File: src/rtl/alu_pkg.sv
// alu_pkg: shared encodings and FSM state type for the alu_mdu execution unit.
package alu_pkg;
  typedef enum logic [1:0] {IDLE, CALC, FIXUP} state_e;
  localparam logic [2:0] F3_ADD  = 3'd0;
  localparam logic [2:0] F3_SLL  = 3'd1;
  localparam logic [2:0] F3_SLT  = 3'd2;
  localparam logic [2:0] F3_SLTU = 3'd3;
  localparam logic [2:0] F3_XOR  = 3'd4;
  localparam logic [2:0] F3_SR   = 3'd5;
  localparam logic [2:0] F3_OR   = 3'd6;
  localparam logic [2:0] F3_AND  = 3'd7;
  localparam logic [2:0] M_MUL    = 3'd0;
  localparam logic [2:0] M_MULH   = 3'd1;
  localparam logic [2:0] M_MULHSU = 3'd2;
  localparam logic [2:0] M_MULHU  = 3'd3;
  localparam logic [2:0] M_DIV    = 3'd4;
  localparam logic [2:0] M_DIVU   = 3'd5;
  localparam logic [2:0] M_REM    = 3'd6;
  localparam logic [2:0] M_REMU   = 3'd7;
endpackage

File: src/rtl/alu_mdu_if.sv
// alu_mdu_if: request/result handshake between the core EXEC stage and alu_mdu.
interface alu_mdu_if #(parameter int XLEN = 32);
  logic            in_valid, in_ready, kill, mext, out_valid;
  logic [XLEN-1:0] aluin1, aluin2, aluout;
  logic [3:0]      funct_alu;
  modport master(output in_valid, kill, aluin1, aluin2, funct_alu, mext,
                 input in_ready, out_valid, aluout);
  modport slave(input in_valid, kill, aluin1, aluin2, funct_alu, mext,
                output in_ready, out_valid, aluout);
endinterface

File: src/rtl/mdu_iter.sv
// mdu_iter: radix-2 shift-add multiply / restoring divide over unsigned magnitudes.
module mdu_iter #(parameter int XLEN = 32) (
  input  logic                clk,
  input  logic                rst_n,
  input  logic                start_i,
  input  logic                step_i,
  input  logic                div_i,
  input  logic [XLEN-1:0]     a_i,
  input  logic [XLEN-1:0]     b_i,
  output logic [2*XLEN-1:0]   acc_o,
  output logic                last_o
);
  localparam int CW = $clog2(XLEN);
  logic [2*XLEN-1:0] acc_q, acc_d;
  logic [XLEN-1:0]   b_q;
  logic [CW-1:0]     cnt_q;
  logic              div_q;
  logic [XLEN:0]     add, shl, sub;
  // acc holds {product_hi, multiplier} for multiply and {remainder, quotient} for divide
  always_comb begin
    add   = {1'b0, acc_q[2*XLEN-1:XLEN]} + (acc_q[0] ? {1'b0, b_q} : '0);
    shl   = {acc_q[2*XLEN-1:XLEN], acc_q[XLEN-1]};
    sub   = shl - {1'b0, b_q};
    acc_d = !div_q ? {add, acc_q[XLEN-1:1]} :
            sub[XLEN] ? {shl[XLEN-1:0], acc_q[XLEN-2:0], 1'b0} :
                        {sub[XLEN-1:0], acc_q[XLEN-2:0], 1'b1};
  end
  always_ff @(posedge clk or negedge rst_n) begin
    if (!rst_n) begin
      acc_q <= '0;
      b_q   <= '0;
      cnt_q <= '0;
      div_q <= 1'b0;
    end else if (start_i) begin
      acc_q <= {{XLEN{1'b0}}, a_i};
      b_q   <= b_i;
      cnt_q <= CW'(XLEN - 1);
      div_q <= div_i;
    end else if (step_i) begin
      acc_q <= acc_d;
      cnt_q <= cnt_q - 1'b1;
    end
  end
  assign acc_o  = acc_q;
  assign last_o = cnt_q == '0;
endmodule

File: src/rtl/alu_mdu.sv
// alu_mdu: single-cycle base ALU plus iterative RV32M/RV64M multiply/divide.
// Define ALU_MDU_FAST_MUL_EN to resolve multiplies with a combinational multiplier.
module alu_mdu import alu_pkg::*; #(parameter int XLEN = 32) (
  input logic       clk,
  input logic       rst_n,
  alu_mdu_if.slave  ifc
);
  localparam int SHW = $clog2(XLEN);
  state_e            state_q;
  logic              out_valid_q, neg_q, rneg_q;
  logic [2:0]        op_q, f3;
  logic [XLEN-1:0]   aluout_q, a, b, mag1, mag2, base_res, quick_res, fast_res, fix_res, fix_q, fix_r;
  logic [2*XLEN-1:0] acc, fix_p;
  logic [SHW-1:0]    sh;
  logic              b3, s1, s2, n1, n2, div0, ovf, fast_mul, quick, accept, start, last;
  assign a  = ifc.aluin1;
  assign b  = ifc.aluin2;
  assign f3 = ifc.funct_alu[2:0];
  assign b3 = ifc.funct_alu[3];
  assign sh = b[SHW-1:0];
  always_comb begin
    base_res = '0;
    case (f3)
      F3_ADD:  base_res = b3 ? a - b : a + b;
      F3_SLL:  base_res = a << sh;
      F3_SLT:  base_res = b3 ? '0 : {{(XLEN-1){1'b0}}, $signed(a) < $signed(b)};
      F3_SLTU: base_res = b3 ? '0 : {{(XLEN-1){1'b0}}, a < b};
      F3_XOR:  base_res = a ^ b;
      F3_SR:   base_res = b3 ? $unsigned($signed(a) >>> sh) : a >> sh;
      F3_OR:   base_res = a | b;
      default: base_res = a & b;
    endcase
  end
  // operands become magnitudes here; result signs are captured alongside them
  assign s1   = f3 == M_MULH || f3 == M_MULHSU || f3 == M_DIV || f3 == M_REM;
  assign s2   = f3 == M_MULH || f3 == M_DIV || f3 == M_REM;
  assign n1   = s1 & a[XLEN-1];
  assign n2   = s2 & b[XLEN-1];
  assign mag1 = n1 ? -a : a;
  assign mag2 = n2 ? -b : b;
  assign div0 = f3[2] && b == '0;
  assign ovf  = (f3 == M_DIV || f3 == M_REM) && a == {1'b1, {(XLEN-1){1'b0}}} && &b;
`ifdef ALU_MDU_FAST_MUL_EN
  logic [2*XLEN-1:0] fast_p, fast_ps;
  assign fast_p   = {{XLEN{1'b0}}, mag1} * {{XLEN{1'b0}}, mag2};
  assign fast_ps  = (n1 ^ n2) ? -fast_p : fast_p;
  assign fast_res = f3 == M_MUL ? fast_ps[XLEN-1:0] : fast_ps[2*XLEN-1:XLEN];
  assign fast_mul = ~f3[2];
`else
  assign fast_res = '0;
  assign fast_mul = 1'b0;
`endif
  assign quick     = ~ifc.mext | div0 | ovf | fast_mul;
  assign quick_res = ~ifc.mext ? base_res :
                     div0      ? (f3[1] ? a : '1) :
                     ovf       ? (f3[1] ? '0 : a) : fast_res;
  assign accept    = ifc.in_valid & (state_q == IDLE) & ~ifc.kill;
  assign start     = accept & ~quick;
  mdu_iter #(.XLEN(XLEN)) u_iter (
    .clk(clk), .rst_n(rst_n), .start_i(start), .step_i(state_q == CALC),
    .div_i(f3[2]), .a_i(mag1), .b_i(mag2), .acc_o(acc), .last_o(last)
  );
  assign fix_p   = neg_q ? -acc : acc;
  assign fix_q   = neg_q ? -acc[XLEN-1:0] : acc[XLEN-1:0];
  assign fix_r   = rneg_q ? -acc[2*XLEN-1:XLEN] : acc[2*XLEN-1:XLEN];
  assign fix_res = op_q[2] ? (op_q[1] ? fix_r : fix_q) :
                   (op_q == M_MUL ? fix_p[XLEN-1:0] : fix_p[2*XLEN-1:XLEN]);
  always_ff @(posedge clk or negedge rst_n) begin
    if (!rst_n) begin
      state_q     <= IDLE;
      out_valid_q <= 1'b0;
      aluout_q    <= '0;
      op_q        <= '0;
      neg_q       <= 1'b0;
      rneg_q      <= 1'b0;
    end else begin
      out_valid_q <= 1'b0;
      if (ifc.kill) state_q <= IDLE;
      else case (state_q)
        IDLE: if (accept) begin
          if (quick) begin
            aluout_q    <= quick_res;
            out_valid_q <= 1'b1;
          end else begin
            state_q <= CALC;
            op_q    <= f3;
            neg_q   <= n1 ^ n2;
            rneg_q  <= n1;
          end
        end
        CALC: if (last) state_q <= FIXUP;
        FIXUP: begin
          state_q     <= IDLE;
          aluout_q    <= fix_res;
          out_valid_q <= 1'b1;
        end
        default: state_q <= IDLE;
      endcase
    end
  end
  assign ifc.in_ready  = state_q == IDLE;
  assign ifc.out_valid = out_valid_q;
  assign ifc.aluout    = aluout_q;
endmodule
File: src/flat_wrapper.sv
// flat-port wrapper written by rule: the top's interface ports become plain ports
module alu_mdu_flat import alu_pkg::*;
#(parameter int XLEN = 32)
  (clk, rst_n, ifc_in_valid, ifc_kill, ifc_aluin1, ifc_aluin2, ifc_funct_alu, ifc_mext, ifc_in_ready, ifc_out_valid, ifc_aluout);
  alu_mdu_if #(.XLEN(XLEN)) ifc_i ();
  input logic clk;
  input logic rst_n;
  input wire logic [$bits(ifc_i.in_valid)-1:0] ifc_in_valid;
  input wire logic [$bits(ifc_i.kill)-1:0] ifc_kill;
  input wire logic [$bits(ifc_i.aluin1)-1:0] ifc_aluin1;
  input wire logic [$bits(ifc_i.aluin2)-1:0] ifc_aluin2;
  input wire logic [$bits(ifc_i.funct_alu)-1:0] ifc_funct_alu;
  input wire logic [$bits(ifc_i.mext)-1:0] ifc_mext;
  output wire logic [$bits(ifc_i.in_ready)-1:0] ifc_in_ready;
  output wire logic [$bits(ifc_i.out_valid)-1:0] ifc_out_valid;
  output wire logic [$bits(ifc_i.aluout)-1:0] ifc_aluout;
  assign ifc_i.in_valid = ifc_in_valid;
  assign ifc_i.kill = ifc_kill;
  assign ifc_i.aluin1 = ifc_aluin1;
  assign ifc_i.aluin2 = ifc_aluin2;
  assign ifc_i.funct_alu = ifc_funct_alu;
  assign ifc_i.mext = ifc_mext;
  assign ifc_in_ready = ifc_i.in_ready;
  assign ifc_out_valid = ifc_i.out_valid;
  assign ifc_aluout = ifc_i.aluout;
  alu_mdu #(.XLEN(XLEN)) u_core (.clk(clk), .rst_n(rst_n), .ifc(ifc_i));
endmodule
File: config.mk
export PLATFORM = sky130hd
export DESIGN_NAME = alu_mdu_flat
export DESIGN_NICKNAME = d
export VERILOG_FILES = /design/src/rtl/alu_pkg.sv /design/src/rtl/alu_mdu_if.sv /design/src/rtl/mdu_iter.sv /design/src/rtl/alu_mdu.sv /design/src/flat_wrapper.sv
export SDC_FILE = /design/constraint.sdc
export NUM_CORES = 1
export LEC_CHECK = 0
export CAP_MARGIN = 20
export CORE_ASPECT_RATIO = 0.6
export CORE_UTILIZATION = 25
export CTS_CLUSTER_DIAMETER = 40
export DETAILED_ROUTE_END_ITERATION = 8
export SLEW_MARGIN = 15
export SYNTH_ARGS = -nofsm -noshare
export SYNTH_HDL_FRONTEND = slang
export SYNTH_HIERARCHICAL = 1
export SYNTH_SLANG_ARGS = --single-unit
File: constraint.sdc
create_clock -name clk -period 3.7 [get_ports clk]
set_input_delay 0.74 -clock clk [delete_from_list [all_inputs] [get_ports clk]]
set_output_delay 0.74 -clock clk [all_outputs]
set_load 0.005 [all_outputs]
Nets reached from selected ports:
The bar under the picture is 100 um long.
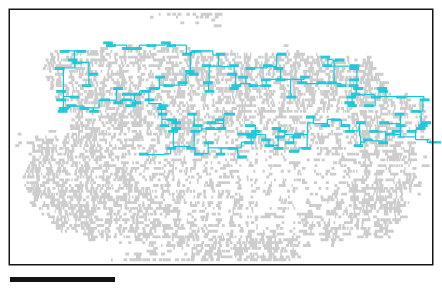
legend:
  cyan:
    port: rst_n
    bits: 1
    direction: input
    end_cells: 142
    buffers: 3
    wire: 1570 um

Sequential cells grouped by signal name:
Other sequential cells in the stronger grey, the rest of the logic in the fainter grey.
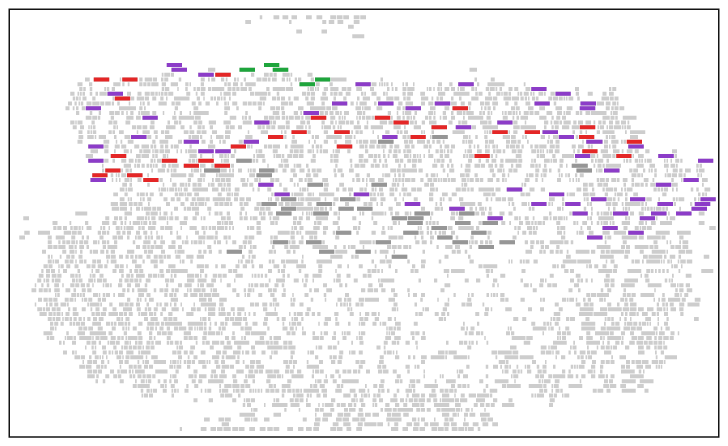
legend:
  red:
    name_in_the_netlist: u_core/u_iter/b_q
    placed_flops: 32
  green:
    name_in_the_netlist: u_core/u_iter/cnt_q
    placed_flops: 5
  purple:
    name_in_the_netlist: u_core/u_iter/acc_o
    placed_flops: 64

==> results.txt <==
Item: results of the latest flow run.

- The cell area after technology mapping is 24000 um^2.
- The run finished, with violations left.
- The share of the core filled with cells is 35.8%.
- Cells with a size suffix above 1 make up 28.7% of the layout.
- The number of maximum-capacitance violations recorded for the run is 0.
- The worst-case headroom to the max-slew limit is 44.8%.
- The internal portion of total power is 7.74 mW.
- Dividing the detail-routed via count by the number of cells gives 5.91.
- The mean area per synthesized cell is 7.34 um^2.
- The clock buffer count from CTS is 25.
- STA lists the startpoint of the worst register-to-register path as u_core/u_iter/acc_o[0]$_DFFE_PN0P_.
- TritonCTS built the clock tree.
- The layout report gives the multi-input gate share of total cell area as 58.0%.
- The core region is 94600 um^2.
- The sequential cell area fraction in the yosys report is 14.8%.
- CTS built an H-tree with a depth of 4.
- Per the OpenROAD power report, switching power amounts to 8.04 mW.
- In the synthesized netlist, mux cells make up 10.4% of the area.
- Pin placement for this block handled 107 I/O pins.
- In the final report, the number of endpoints failing setup comes to 2.
- The final timing report lists a max-slew violation count of 0.
- The placement summary gives the final routability congestion estimate as 1.12.
- Per the timing report, the most critical flop-to-flop path finishes at u_core/u_iter/acc_o[62]$_DFFE_PN0P_.
- The clock network consumes a total of 2.07 mW.
- Yosys instantiated no cell more often than nand2_1.
- Summing over the stages, the warning tally comes to 95.
- Setup repair after global routing could not meet its margin everywhere.
- Yosys reported that registers with async set or reset make up 100%.
- In the layout the commonest cells are buf_4, nand2_1, o21ai_0.
- The total number of clock tree sinks is 142.
- The power in combinational cells is 11.1 mW.
- The count of nets left with antenna violations after detail routing is 0.
- In this run, the combinational gates consume 70.2% of the power.
- The capturing element type of the critical path is a flip-flop.
- For reference, the top cells by area after synthesis are dfrtp_1, ha_1, o21ai_0.
- The largest net degree at the start of global routing is 82.
- The worst-case IR drop observed on VDD is 0.301 mV.
- Global routing used 31.4% of the available tracks across all layers.
- The cell total in the yosys stat output is 3274.
- The number of antenna diodes in the final layout is 6.
- The number of antenna violations at the first check in global routing came to 12.
- The cell class with the largest area share is logic gates.
- STA classifies the critical path startpoint as an input pin.
- Setup slack on the critical path of the routed design comes to -41.1 ps.
- The number of nets handed over by synthesis was 3519.
- The checks that failed: negative setup slack.
- The sequential cells in the finished layout cover a total of 3560 um^2.
- The count of state elements after synthesis is 142.
[what timing repair did]
| item | 4_1_cts | 5_1_grt |
|---|---|---|
| pin swaps | 6 | 32 |
| gates cloned | 0 | 1 |
| setup endpoints to repair | 48 | 36 |
| buffers inserted | 4 | 10 |
| gates resized | 50 | 122 |
| endpoints found under the hold margin | 0 | 0 |
[worst min-delay path by stage]
stage / startpoint / end / depth (start not counted)
after detailed placement: u_core/u_iter/b_q[0]$_DFFE_PN0P_ / u_core/u_iter/b_q[0]$_DFFE_PN0P_ / 1
final: rst_n / u_core/u_iter/acc_o[5]$_DFFE_PN0P_ / 1
after global placement: u_core/u_iter/cnt_q[4]$_DFFE_PN0P_ / u_core/u_iter/cnt_q[4]$_DFFE_PN0P_ / 2
after CTS: rst_n / u_core/u_iter/acc_o[5]$_DFFE_PN0P_ / 1
after global routing: rst_n / u_core/u_iter/acc_o[5]$_DFFE_PN0P_ / 1
after floorplan: rst_n / u_core/ifc.aluout[0]$_DFFE_PN0P_ / 0
[through the flow]
stage / cell area (um^2) / instances / power [mW]
after CTS: 33100 / 5240 / 15.1
after detailed placement: 32200 / 5204 / 13.0
final: 33900 / 5257 / 15.8
after global routing: 33900 / 5252 / 16.5
after floorplan: 24100 / 3274 / 8.59
after global placement: 32200 / 5204 / 12.9
[critical path: stages]
cell and delay (ps):
clkdlybuf4s50_1 410, buf_4 190, buf_12 150, mux4_2 510
nand2_1 220, nand2_1 270, mux2i_2 390, buf_4 200
nor2_1 50, a2111oi_0 470, nor3_1 160, a211oi_1 270
nor2_1 80
[layer usage]
layer	global-route usage, %	share of wire [%]	routed length (um)	up-vias
met4	5.20	1.8	2830	2
met2	37.0	34	54900	2079
met5	0.780	0.065	103	-
met1	49.1	47	75300	15290
met3	15.0	17	26400	142
li1	-	-	-	13536
No activity file was given, so power comes from the tool's default toggle rates.
